==> config.mk <==
export PLATFORM = sky130hd
export DESIGN_NAME = writeback_arbiter
export DESIGN_NICKNAME = d
export VERILOG_FILES = /design/src/rtl/writeback_arbiter.sv
export SDC_FILE = /design/constraint.sdc
export NUM_CORES = 1
export LEC_CHECK = 0
export CAP_MARGIN = 20
export CORE_MARGIN = 10
export CORE_UTILIZATION = 61
export CTS_BUF_LIST = sky130_fd_sc_hd__clkbuf_2
export CTS_CLUSTER_SIZE = 14
export DETAILED_ROUTE_END_ITERATION = 8
export PLACE_DENSITY = 0.95
export REMOVE_ABC_BUFFERS = 1
export SYNTH_ARGS = -nofsm -noshare
export SYNTH_HDL_FRONTEND = slang
export SYNTH_SLANG_ARGS = --single-unit
==> constraint.sdc <==
create_clock -name CLK -period 4 [get_ports CLK]
set_input_delay 0.8 -clock CLK [delete_from_list [all_inputs] [get_ports CLK]]
set_output_delay 0.8 -clock CLK [all_outputs]
set_load 0.05 [all_outputs]
Fig. 1: placed cells, one colour a class
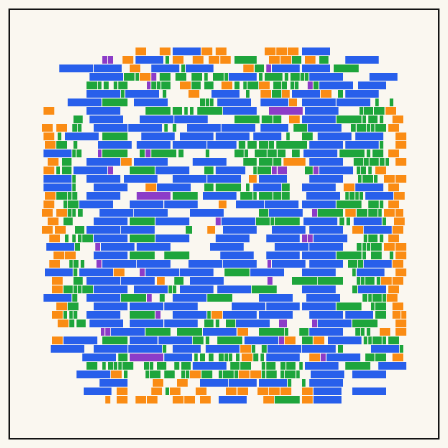
[clock drivers and dummy loads] purple | cells: 32 | share of their area: 2.4%
[combinational and other logic] green | cells: 308 | share of their area: 26%
[remaining buffers and delay cells] orange | cells: 128 | share of their area: 13%
[sequential cells] blue | cells: 197 | share of their area: 58%
fin area: 0.00992 sq mm
Final Core Density: 0.743
sequential cell area share: 0.572
Core Rows: 42

Fig. 2: cell placement
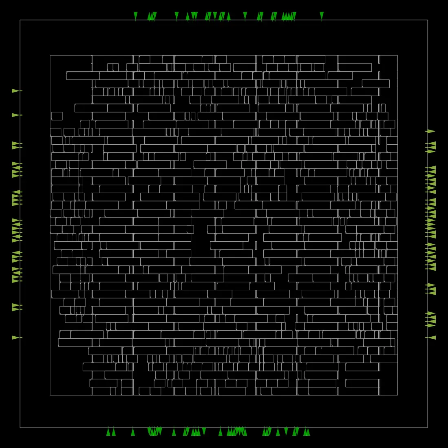
Taps Inserted: 176
flop count: 197
fill count: 838
Cell Count, Final, Fillers Out: 841

Fig. 3: the metal 3 layer
The bar under the picture is 50 um long.
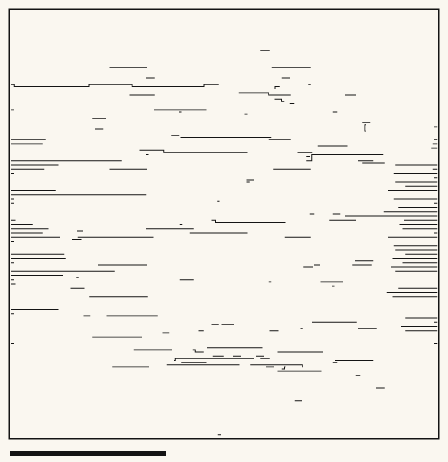
longest straight run: 43.0 um
nets with wire on the layer: 108
share of all routed wire: 7.3%
GRT met3 Usage: 0.0587
Vias: 5144
Post-Route WL: 18.9 mm

Fig. 4: sequential cells grouped by signal name
The bar under the picture is 50 um long. Other sequential cells in the stronger grey, the rest of the logic in the fainter grey.
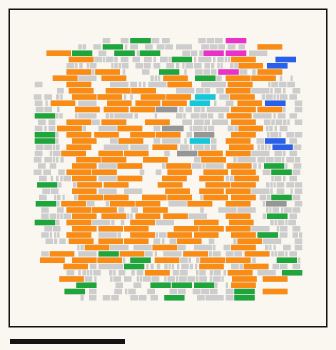
[`RD_ADDRESS`] blue | flops: 5
[`fifo_mem_q`] orange | flops: 148
[`RD_DATA`] green | flops: 32 | where: spread over the die
[`starve_q`] magenta | flops: 4
[`FIFO_COUNT`] cyan | flops: 3
register area: 0.00567 sq mm
Seq. pwr: 2.95 mW

==> impl_metrics.toml <==
# flow metrics
[status]
status = "finished, final reports clean"

[logic_synthesis]
yosysUniqueCellTypes = 35
synthArstFlopShare = 0.249
logic_family = "multiplexers"
synth-seq-area-share = 0.679
xor_area_frac = 0.00839
ys_sh_aoi = 0.0693
mux_share = 0.146
edf_count = 148
yosys_warnings = 0
ff_type = "edfxtp_1"
synth_cells = 537
synthAdderAreaFrac = 0.0114
syn_area_per_cell_sq_um = 15.6
syn_area_sq_mm = 0.00836
ys_cells = 537
yosys.area_share.simple = 0.0470
yosys_area_sq_mm = 0.00836
ys.flops = 197

[critical_path]
cp_top_family = "simple AND/OR/NAND/NOR gates"
ff2ff_path_depth = 7
crit_type = "flop to output pin"
cp_num_cells = 5
end_kind = "output pin"
path_max_fanout = 38
crit_buf_inv = 2
crit_slowest_cell = "nand2b_2"
path_cells = "ha_1 > or3b_2 > nand2b_2 > inv_1 > buf_4"
r2r_slack_ps = 680
crit_arrival_ps = 3010
critPathMaxStageDelay_ps = 660
crit_required_ps = 3200
startpoint_type = "flop"

[pwr]
switchingPower_mw = 2.72
ir_drop_mv = 0.329
leakage_nw = 3.62
powerDensity_mw_per_mm2 = 691
switching_share = 0.397
p_total_mw = 6.86
p_clk_frac = 0.142
p_seq_frac = 0.429
p_int_mw = 4.14
combPwrFrac = 0.429

[layout]
logic_area_sq_mm = 0.00237
layout_top_cell = "edfxtp_1"
largest_reg_flops = 148
lay_top_cells = "148 x edfxtp_1, 117 x clkdlybuf4s50_1, 74 x nand2_1"
syn_to_final_growth_pct = 18.8
drive_gt1_frac = 0.135
fin_nets = 737
n_antenna_cell = 0

[drt]
ant_nets = 0
wire_per_inst_um = 22.5
dr.pass1.iters = 4
routed_via_density = 6.12
drtIter0Drc = 446
route.detailed.drc = 0

[final_timing]
setup_ws_ps = 193
finalCritPeriodShare = 0.952
max_freq_ghz = 0.263
worst-slew-pin-transition_ps = 1050
rsz0062_at_grt = "false"
fin_skew_ps = 26.6
finalCriticalPeriod_ps = 3810
slew_viol_final = 0
setup_viol = 0
hold_viol = 0
relSlewSlack = 0.302
finalSetupTns_ps = 0

[placed_design]
io_buffer_count = 120
place.gp.congestion = 0.788
post-place-ws_ps = 473
dp_hpwl_mm = 12.2

[global_routing]
track_usage = 0.210
antenna_found_initial = 0
grt_max_degree = 50
grt_pass1_wl_mm = 30.0
grt_overflow_total = 0
grt_pass1_vias = 5607

[clocking]
ctsHoldBuffers = 0
clock_sinks = 197
clkTransAtPathRegs_ps = 250
post_cts_resized = 0
cts_tree = "done"
clockBufferDepth = 2
clockRootBuffer = "clkbuf_2"
cts-buffers-inserted = 17
htree_num_levels = 4
clk-insertion-delay-late_ps = 760
post_cts_buffers = 0

[floorplanning]
die_x_um = 137
core_area_sq_mm = 0.0133
die-height_um = 137
dieArea_sq_mm = 0.0188
io_pins = 121
fp_util = 0.626

[run]
warning_count = 28
drv_cap = 0

[hold_path]
hold_path.class = "input pin to asynchronous set/reset pin"
-- Yosys cell counts (4+ instances only) --
library cell,count,share of area
mux2i_1,36,0.043
and2_1,4,0.0030
ha_1,6,0.0090
buf_1,5,0.0022
xnor2_1,4,0.0042
mux4_2,37,0.10
dfrtp_1,49,0.15
buf_2,10,0.0060
clkbuf_1,12,0.0054
o221ai_1,36,0.038
nor2_1,7,0.0031
edfxtp_1,148,0.53
xor2_1,4,0.0042
inv_1,43,0.019
a21oi_1,37,0.022
nand2_1,75,0.034
-- power by group through the flow --
stage | Combinational [mW] | Clock (mW) | Sequential (mW)
detailed placement | 2.95 | 0 | 3.00
finish | 2.94 | 0.971 | 2.95
global route | 3.15 | 1.07 | 3.00
floorplan | 1.24 | 0 | 3.69
CTS | 2.97 | 0.983 | 2.95
global placement | 2.85 | 0 | 2.95
-- stage by stage --
stage / hold WS [ps] / area [sq um] / std cells
after floorplan: 433 / 8190 / 505
after CTS: 169 / 9920 / 841
after global routing: 147 / 9920 / 841
final: 205 / 9920 / 841
after global placement: 444 / 9690 / 809
after detailed placement: 473 / 9690 / 809
-- final cells by class --
class / count / area share
sequential: 197 / 0.572
multi-input combinational: 265 / 0.239
timing repair buffer: 128 / 0.127
tap: 176 / 0.0222
inverter: 43 / 0.0163
clock inverter: 12 / 0.0137
clock buffer: 20 / 0.0101
-- per-layer routing --
metal / vias up / wire length [um] / track usage
li1: 2274 / - / -
met1: 2611 / 7250 / 0.246
met2: 218 / 9830 / 0.358
met3: 41 / 1380 / 0.0587
met4: 0 / 441 / 0.0884
met5: - / 0 / 0
Power and IR drop assume default switching activity.
